<file path="config.mk">
export PLATFORM = sky130hd
export DESIGN_NAME = mult_sequencer_flat
export DESIGN_NICKNAME = d
export VERILOG_FILES = /design/src/rtl/mult_sequencer_pkg.sv /design/src/rtl/mult_sequencer_if.sv /design/src/rtl/lowest_set_bit.sv /design/src/rtl/shift_left.sv /design/src/rtl/mult_sequencer.sv /design/src/flat_wrapper.sv
export SDC_FILE = /design/constraint.sdc
export NUM_CORES = 1
export LEC_CHECK = 0
export ABC_AREA = 1
export CAP_MARGIN = 20
export CORE_MARGIN = 1
export CORE_UTILIZATION = 50
export CTS_BUF_LIST = sky130_fd_sc_hd__clkbuf_8
export CTS_CLUSTER_DIAMETER = 200
export CTS_CLUSTER_SIZE = 20
export DETAILED_ROUTE_END_ITERATION = 16
export PLACE_DENSITY = 0.71
export SYNTH_ARGS = -nofsm -noshare
export SYNTH_HDL_FRONTEND = slang
export SYNTH_SLANG_ARGS = --single-unit
</file>
<file path="constraint.sdc">
create_clock -name clock -period 5.2 [get_ports clock]
set_input_delay 1.56 -clock clock [delete_from_list [all_inputs] [get_ports clock]]
set_output_delay 1.56 -clock clock [all_outputs]
set_load 0.03 [all_outputs]
</file>
<file path="src/rtl/mult_sequencer_pkg.sv">
// Shared types and constants for the multdiv multiplier sequencer.
// Holds the FSM state encoding, the operand and accumulator widths,
// and a helper that returns the magnitude of a two's complement operand.
package multdiv_pkg;

  localparam int MULT_WIDTH     = 32;
  localparam int MULT_ACC_WIDTH = 64;

  typedef enum logic [1:0] {
    IDLE,
    PREP,
    ACC,
    FIX
  } mult_state_t;

  // Magnitude as unsigned; -2^31 maps to 0x80000000, which is still correct unsigned
  function automatic logic [MULT_WIDTH-1:0] mag32(input logic [MULT_WIDTH-1:0] x);
    return x[MULT_WIDTH-1] ? (-x) : x;
  endfunction

endpackage

</file>
<file path="src/rtl/mult_sequencer_if.sv">
// Start/result handshake bundle between a multdiv client and the multiplier.
// The slave side is the sequencer; the master side issues operands and start.
// busy and data_resultRDY let the client know when a new start will be taken.
interface mult_sequencer_if;
  import multdiv_pkg::*;

  logic                  ctrl_MULT;
  logic [MULT_WIDTH-1:0] data_operandA;
  logic [MULT_WIDTH-1:0] data_operandB;
  logic [MULT_WIDTH-1:0] data_result;
  logic                  data_exception;
  logic                  data_resultRDY;
  logic                  busy;

  modport master (
    output ctrl_MULT, data_operandA, data_operandB,
    input  data_result, data_exception, data_resultRDY, busy
  );

  modport slave (
    input  ctrl_MULT, data_operandA, data_operandB,
    output data_result, data_exception, data_resultRDY, busy
  );
endinterface

</file>
<file path="src/rtl/lowest_set_bit.sv">
// Priority encoder: index of the least significant set bit of a 32-bit word.
// Purely combinational, zero latency.
// valid is low when the input is all zeros; index is then 0.
module lowest_set_bit (
  input  logic [31:0] value,
  output logic [4:0]  index,
  output logic        valid
);

  // Scan from the top down so the lowest set bit is the last one to win
  always_comb begin
    index = '0;
    valid = 1'b0;
    for (int i = 31; i >= 0; i--) begin
      if (value[i]) begin
        index = 5'(i);
        valid = 1'b1;
      end
    end
  end

endmodule

</file>
<file path="src/rtl/shift_left.sv">
// Logical left barrel shifter, zero fill.
// Purely combinational, zero latency.
// No handshake; output follows inputs.
module shift_left #(
  parameter int WIDTH = 64
) (
  input  logic [WIDTH-1:0]         data,
  input  logic [$clog2(WIDTH)-1:0] shiftamount,
  output logic [WIDTH-1:0]         result
);

  assign result = data << shiftamount;

endmodule

</file>
<file path="src/rtl/mult_sequencer.sv">
// Iterative signed 32x32 multiplier that skips zero bits of the multiplier.
// Latency: result and RDY k+2 edges after start, k = popcount(|B|).
// Start is only honoured in IDLE; requests while busy are dropped, not queued.
module mult_sequencer
  import multdiv_pkg::*;
#(
  parameter int WIDTH = MULT_WIDTH
) (
  input  logic          clock,
  input  logic          reset,
  mult_sequencer_if.slave bus
);

  localparam int AW = 2 * WIDTH;

  mult_state_t state, state_next;

  logic [WIDTH-1:0] a_reg, b_reg;
  logic [WIDTH-1:0] mag_a, mask, mask_next;
  logic             neg;
  logic [AW-1:0]    acc, shifted, prod;
  logic [4:0]       idx;
  logic             idx_valid;
  logic [WIDTH-1:0] result;
  logic             exception;
  logic             rdy;
  logic             overflow;

  lowest_set_bit u_lsb (
    .value (mask),
    .index (idx),
    .valid (idx_valid)
  );

  // Bit 5 of the shift is tied low: multiplier bit indices never exceed 31
  shift_left #(.WIDTH(AW)) u_shift (
    .data        ({{WIDTH{1'b0}}, mag_a}),
    .shiftamount ({1'b0, idx}),
    .result      (shifted)
  );

  // mask & (mask-1) clears exactly the bit the encoder selected
  assign mask_next = mask & (mask - WIDTH'(1));
  assign prod      = neg ? (-acc) : acc;
  assign overflow  = !((&prod[AW-1:WIDTH-1]) || (~|prod[AW-1:WIDTH-1]));

  assign bus.data_result    = result;
  assign bus.data_exception = exception;
  assign bus.data_resultRDY = rdy;
  assign bus.busy           = (state != IDLE);

  // State register
  always_ff @(posedge clock) begin
    if (reset) state <= IDLE;
    else       state <= state_next;
  end

  // Next-state decode; ACC repeats once per set multiplier bit
  always_comb begin
    state_next = state;
    case (state)
      IDLE:    if (bus.ctrl_MULT) state_next = PREP;
      PREP:    state_next = (b_reg != '0) ? ACC : FIX;
      ACC:     if (mask_next == '0) state_next = FIX;
      FIX:     state_next = IDLE;
      default: state_next = IDLE;
    endcase
  end

  // Datapath: latch operands, form magnitudes, accumulate, sign-fix and publish
  always_ff @(posedge clock) begin
    if (reset) begin
      a_reg     <= '0;
      b_reg     <= '0;
      mag_a     <= '0;
      mask      <= '0;
      neg       <= 1'b0;
      acc       <= '0;
      result    <= '0;
      exception <= 1'b0;
      rdy       <= 1'b0;
    end else begin
      rdy <= 1'b0;
      case (state)
        IDLE: begin
          if (bus.ctrl_MULT) begin
            a_reg <= bus.data_operandA;
            b_reg <= bus.data_operandB;
          end
        end
        PREP: begin
          mag_a <= mag32(a_reg);
          mask  <= mag32(b_reg);
          neg   <= a_reg[WIDTH-1] ^ b_reg[WIDTH-1];
          acc   <= '0;
        end
        ACC: begin
          if (idx_valid) acc <= acc + shifted;
          mask <= mask_next;
        end
        FIX: begin
          result    <= prod[WIDTH-1:0];
          exception <= overflow;
          rdy       <= 1'b1;
        end
        default: ;
      endcase
    end
  end

endmodule

</file>
<file path="src/flat_wrapper.sv">
// flat-port wrapper written by rule: the top's interface ports become plain ports
module mult_sequencer_flat import multdiv_pkg::*;
#(
  parameter int WIDTH = MULT_WIDTH
)
  (clock, reset, bus_ctrl_MULT, bus_data_operandA, bus_data_operandB, bus_data_result, bus_data_exception, bus_data_resultRDY, bus_busy);
  mult_sequencer_if bus_i ();
  input  logic clock;
  input  logic reset;
  input wire logic [$bits(bus_i.ctrl_MULT)-1:0] bus_ctrl_MULT;
  input wire logic [$bits(bus_i.data_operandA)-1:0] bus_data_operandA;
  input wire logic [$bits(bus_i.data_operandB)-1:0] bus_data_operandB;
  output wire logic [$bits(bus_i.data_result)-1:0] bus_data_result;
  output wire logic [$bits(bus_i.data_exception)-1:0] bus_data_exception;
  output wire logic [$bits(bus_i.data_resultRDY)-1:0] bus_data_resultRDY;
  output wire logic [$bits(bus_i.busy)-1:0] bus_busy;
  assign bus_i.ctrl_MULT = bus_ctrl_MULT;
  assign bus_i.data_operandA = bus_data_operandA;
  assign bus_i.data_operandB = bus_data_operandB;
  assign bus_data_result = bus_i.data_result;
  assign bus_data_exception = bus_i.data_exception;
  assign bus_data_resultRDY = bus_i.data_resultRDY;
  assign bus_busy = bus_i.busy;
  mult_sequencer #(.WIDTH(WIDTH)) u_core (.clock(clock), .reset(reset), .bus(bus_i));
endmodule
</file>
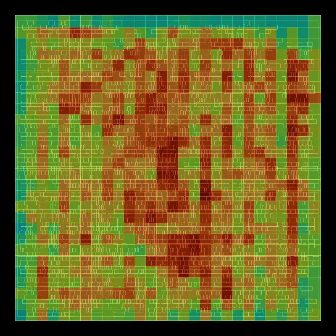
**Above:** run 1 (track usage over the die).
met3 usage: 0.02661
GRT met2 Usage: 0.4934
Top Usage Layer GRT: met2

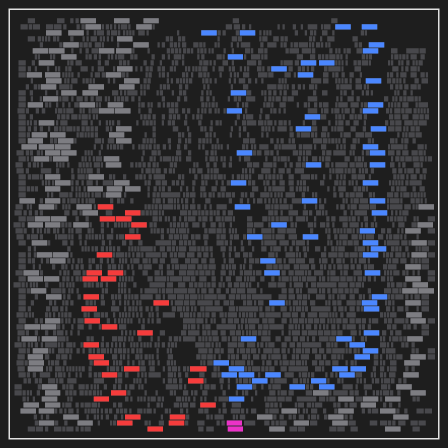
**Above:** run 1 (sequential cells grouped by signal name).
- u_core.acc: blue (sequential cells 64)
- u_core.state: magenta (sequential cells 2)
- u_core.mask: red (sequential cells 32)

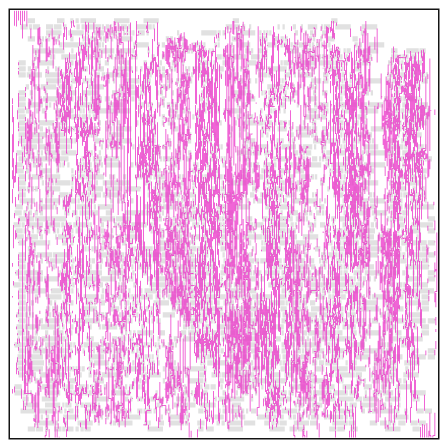
**Above:** run 1 (met2 routing).
- nets with wire on the layer: 2,688
- longest straight run: 77.9 um
- main direction: vertical
- wire length on this layer: 26.8 mm
- share of all routed wire: 46%
DRT Wirelength: 58.69 mm
via count: 20,770

==> impl_metrics.toml, run 1 <==
# generated from flow reports
[sta]
hold_viol_final = 0
tightest_slew_ps = 962.9
rsz0062_at_grt = "true"
slew_headroom = 0.3574
tns_ps = -4735
period_used_share = 1.065
fmax_mhz = 180.5
slew_violations = 0
finalWorstSetupSlack_ps = -340.3
period_needed_ps = 5540
finalClockSkew_ps = 57.39
setup_viol = 27

[worst_setup_path]
path_buffers = 6
critPathLaunchType = "flop"
path_max_fanout = 5
critPathKind = "flop to flop"
r2r_end = "u_core.acc[44]"
worst_path_max_delay_cell = "dfxtp_2"
crit_family = "simple AND/OR/NAND/NOR gates"
cp.depth = 63
arrival_ps = 5990
crit_end = "u_core.acc[44]"
ff2ff_setup_slack_ps = -340
cp-end-kind = "flop"
r2r_start = "u_core.mask[30]"
worst-r2r-cell-count = 63
crit_top_cell = "nand2_1"
max_stage_delay_ps = 350
cp.required_ps = 5650
startpoint = "u_core.mask[30]"

[finish]
drive_gt1_frac = 0.1778
final_util = 0.6335
largest_register = "u_core.acc"
syn_to_final_growth_pct = 23.53
largest_reg_flops = 64
final_area_um2 = 22750
ff_latch_area_um2 = 4586
finalNetCount = 3415
logic_area_um2 = 12910
diodes = 0
fill_cells = 3442

[drt]
antenna_left = 0
drcViolationCount = 0
dr.pass1.iters = 7
wl_per_cell_um = 15.74
routed_via_density = 5.569
drt_iter0_markers = 1413

[status]
failed_checks = "setup timing"
status = "finished with violations"

[die]
die_w_um = 193.9
design.core.area_um2 = 35910
die_area_um2 = 37610
die_h_um = 193.9
num_rows = 69
io_pins = 102
fp_util = 0.5128

[job]
log.warning_count = 40
maxCapViolations = 0

[cts]
clk_path_buf_depth = 3
tritoncts = "done"
root_buffer = "clkbuf_8"
path_clk_slew_ps = 150
cts.htree.levels = 1
clock_sinks = 229
cts.hold.buffers_added = 0
post_cts_buffers = 16
cts_made_buffers = 15
insertion_delay_ps = 580
ctsResizeCount = 52

[yosys]
ys_chip_area_um2 = 18420
top_area_cell = "dfxtp_1"
ys.warnings.count = 0
synth.top_cell.area_share = 0.2489
synth_stat.cells = 3014
syn_nets = 3161
async_flop_share = 0
top_cells_by_count = "nand2_1, inv_1, nor2_1, a21oi_1, nand3_1"
avgSynthCellArea_um2 = 6.110
synthTopCellsByArea = "dfxtp_1, nand2_1, a21oi_1"
yosys.stat.seqShare = 0.2489
synth.distinct_cells = 61
syn_inst = 3014
synthesis.area_um2 = 18420
synth_flops = 229
yosys.cell_count.top_type = "nand2_1"
edf_count = 0
ff_type = "dfxtp_1"

[grt]
grt_pass1_vias = 18970
grt.total_usage = 0.2958
grt_pass1_wl_mm = 93.81
grt_max_degree = 98
antenna_found_initial = 0
grt_overflow = 0

[place]
portBuffers = 101
hpwl_mm = 44.68
dpl_cell_area_um2 = 21220
gp_congestion = 0.9786

[min_path]
min_path_cells = 2
hold_path_end = "u_core.mag_a[31]"
hold_class = "flop to flop"
min-delay-start = "u_core.mag_a[31]"
## run 1: final cells by class
cell class	count	area share
clock buffer	15	0.009074
clock inverter	2	0.001045
multi-input combinational	2305	0.5673
inverter	349	0.05758
timing repair buffer	368	0.1380
tap	461	0.02535
sequential	229	0.2016
## run 1: per-stage QoR
stage,std cells,hold slack (ps),setup WS [ps]
6_report,3729,477.6,-340.3
5_1_grt,3729,518.6,-963.2
4_1_cts,3698,477.6,-226.9
3_5_place_dp,3665,457.1,-442.0
3_3_place_gp,3665,460.4,-342.9
2_1_floorplan,3014,445.3,13.06
## run 1: cells in the final DEF, fill, tap and decap left out, types with 48 or more instances in the layout
master	count
a21oi_1	290
nor3_1	49
nand2_2	48
nor2_1	318
buf_4	249
nand3_1	245
o21ai_0	184
ha_1	69
inv_1	326
nand2_1	594
dfxtp_1	228
xor2_1	66
clkdlybuf4s50_1	100
## run 1: routing by layer
layer | share of wire | up-vias | track usage | wire length [um]
li1 | - | 10510 | - | -
met1 | 0.46 | 9518 | 0.4062 | 27190
met2 | 0.46 | 631 | 0.4934 | 26820
met3 | 0.050 | 109 | 0.02661 | 2942
met4 | 0.030 | 0 | 0.08407 | 1735
met5 | 0 | - | 0 | 0
## run 1: logic make-up after synthesis
logic type,synth area share
adders and majority gates,0.05476
buffers and inverters,0.09899
xor gates and xnor gates,0.04511
and+or+nand+nor,0.3491
DFF,0.2489
AOI/OAI and AO/OA,0.2031
## run 1: worst register-to-register path: cells and delay by family (launching register included)
kind	cells	cell delay [ps]
flops	1	350
compound gates	9	1140
buf+inv	6	590
simple gates	47	3040
fa+ha+maj	1	310
==> inputs of run 2 (changes only) <==
CTS_BUF_LIST = sky130_fd_sc_hd__clkbuf_2 sky130_fd_sc_hd__clkbuf_4 sky130_fd_sc_hd__clkbuf_8   (was sky130_fd_sc_hd__clkbuf_8)
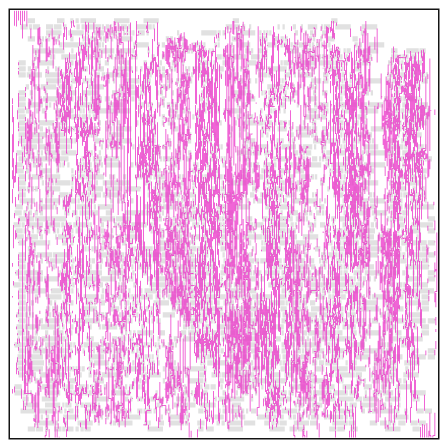
**Above:** run 2 (met2 routing).
- wire length on this layer: 26.8 mm
- share of all routed wire: 46%

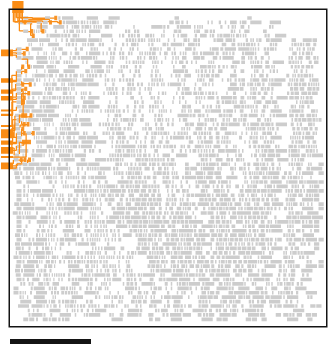
**Above:** run 2 (nets reached from selected ports).
Bar = 50 um.
- bus_data_operandA: orange (bits 32; direction input; edge 25 left, 7 top; end cells 32; buffers 32; wire 480 um)
IO Count: 102
input/output buffers: 101

==> run 2 against run 1 <==
The flow still finishes with violations (setup timing). Area after synthesis stayed put. Global-route usage stayed put. Cell count stayed put. Count of clock-buffer cells in the layout unchanged. Highest routed layer unchanged. Register-to-register slack about the same. Hold slack is the same. Sequential share of layout area unchanged. Critical path depth unchanged. Non-clock buffer count stayed put.
==> impl_metrics.toml, run 2 <==
# generated from flow reports
[status]
status = "finished with violations"
failed_checks = "setup timing"

[place]
placed_cells = 3665
hpwl_mm = 44.68
dpl_cell_area_um2 = 21220
gp_congestion = 0.9786

[cts]
insertion_delay_ps = 580
cts.htree.levels = 1
ctsResizeCount = 52
tritoncts = "done"
clock_sinks = 229
root_buffer = "clkbuf_8"
path_clk_slew_ps = 150
cts.hold.buffers_added = 0
post_cts_buffers = 16
cts_made_buffers = 15
clk_path_buf_depth = 3

[worst_setup_path]
worst-r2r-cell-count = 63
cp.depth = 63
crit_end = "u_core.acc[44]"
crit_top_cell = "nand2_1"
crit_family = "simple AND/OR/NAND/NOR gates"
r2r_end = "u_core.acc[44]"
ff2ff_setup_slack_ps = -340
worst_path_max_delay_cell = "dfxtp_2"
critPathLaunchType = "flop"
r2r_start = "u_core.mask[30]"
path_max_fanout = 5
cp.required_ps = 5650
cp-end-kind = "flop"
max_stage_delay_ps = 350
startpoint = "u_core.mask[30]"
critPathKind = "flop to flop"
path_buffers = 6
arrival_ps = 5990

[job]
log.warning_count = 40
maxCapViolations = 0

[die]
die_w_um = 193.9
die_h_um = 193.9
die_area_um2 = 37610
design.core.area_um2 = 35910
fp_util = 0.5128
num_rows = 69

[grt]
grt_max_degree = 98
grt.total_usage = 0.2958
grt_overflow = 0
grt_pass1_vias = 18970
antenna_found_initial = 0
grt_pass1_wl_mm = 93.81

[sta]
finalWorstSetupSlack_ps = -340.3
fmax_mhz = 180.5
hold_viol_final = 0
slew_violations = 0
slew_headroom = 0.3574
period_needed_ps = 5540
rsz0062_at_grt = "true"
finalClockSkew_ps = 57.39
setup_viol = 27
period_used_share = 1.065
tightest_slew_ps = 962.9

[yosys]
synth_flops = 229
syn_inst = 3014
synthesis.area_um2 = 18420
yosys.cell_count.top_type = "nand2_1"
ys.warnings.count = 0
synth_stat.cells = 3014
edf_count = 0
top_cells_by_count = "nand2_1, inv_1, nor2_1, a21oi_1, nand3_1"
ys_chip_area_um2 = 18420
syn_nets = 3161
synth.top_cell.area_share = 0.2489
synthTopCellsByArea = "dfxtp_1, nand2_1, a21oi_1"
async_flop_share = 0
yosys.stat.seqShare = 0.2489
synth.distinct_cells = 61
top_area_cell = "dfxtp_1"
ff_type = "dfxtp_1"
avgSynthCellArea_um2 = 6.110

[drt]
antenna_left = 0
wl_per_cell_um = 15.74
dr.pass1.iters = 7
vias = 20770
routed_via_density = 5.569
drcViolationCount = 0
wirelength_mm = 58.69
drt_iter0_markers = 1413

[min_path]
hold_class = "flop to flop"
min_path_cells = 2
hold_path_end = "u_core.mag_a[31]"
min-delay-start = "u_core.mag_a[31]"

[finish]
finalNetCount = 3415
fill_cells = 3442
final_area_um2 = 22750
largest_register = "u_core.acc"
diodes = 0
drive_gt1_frac = 0.1778
syn_to_final_growth_pct = 23.53
layout_top_cell = "nand2_1"
instances_no_fill = 3729
largest_reg_flops = 64
final_cell_mix = "nand2_1, inv_1, nor2_1, a21oi_1, buf_4"
run 2: worst min-delay path, stage by stage (launching register included):
cell and delay, ps:
dfxtp_1 340, nand2_1 60, a21oi_1 60
run 2: cells by family (layout without fill, tap and decap cells):
logic type | Yosys count | in the layout | share of synthesized area
AND/OR/NAND/NOR | 1456 | 1456 | 0.3491
buffers and inverters | 480 | 734 | 0.09899
adder cells (fa/ha/maj) | 80 | 80 | 0.05476
AND-OR/OR-AND | 675 | 675 | 0.2031
XOR/XNOR | 94 | 94 | 0.04511
flip-flops | 229 | 229 | 0.2489
run 2: routing by layer:
metal	global-route usage	vias up	share of wire
met4	0.08407	0	0.030
met3	0.02661	109	0.050
met1	0.4062	9518	0.46
met2	0.4934	631	0.46
met5	0	-	0
li1	-	10510	-
run 2: final cells by class:
class | count | area [um2] | area share
Clock inverter | 2 | 23.77 | 0.001045
Multi-Input combinational cell | 2305 | 12910 | 0.5673
Timing Repair Buffer | 368 | 3141 | 0.1380
Tap cell | 461 | 576.8 | 0.02535
Inverter | 349 | 1310 | 0.05758
Sequential cell | 229 | 4586 | 0.2016
Clock buffer | 15 | 206.4 | 0.009074
run 2: through the flow:
stage	TNS, ps	utilization	hold slack [ps]	worst slack [ps]
finish	-4735	0.6335	477.6	-340.3
global route	-26420	0.6335	518.6	-963.2
CTS	-2520	0.6056	477.6	-226.9
detailed placement	-7186	0.5908	457.1	-442.0
global placement	-4825	0.5908	460.4	-342.9
floorplan	0	-	445.3	13.06
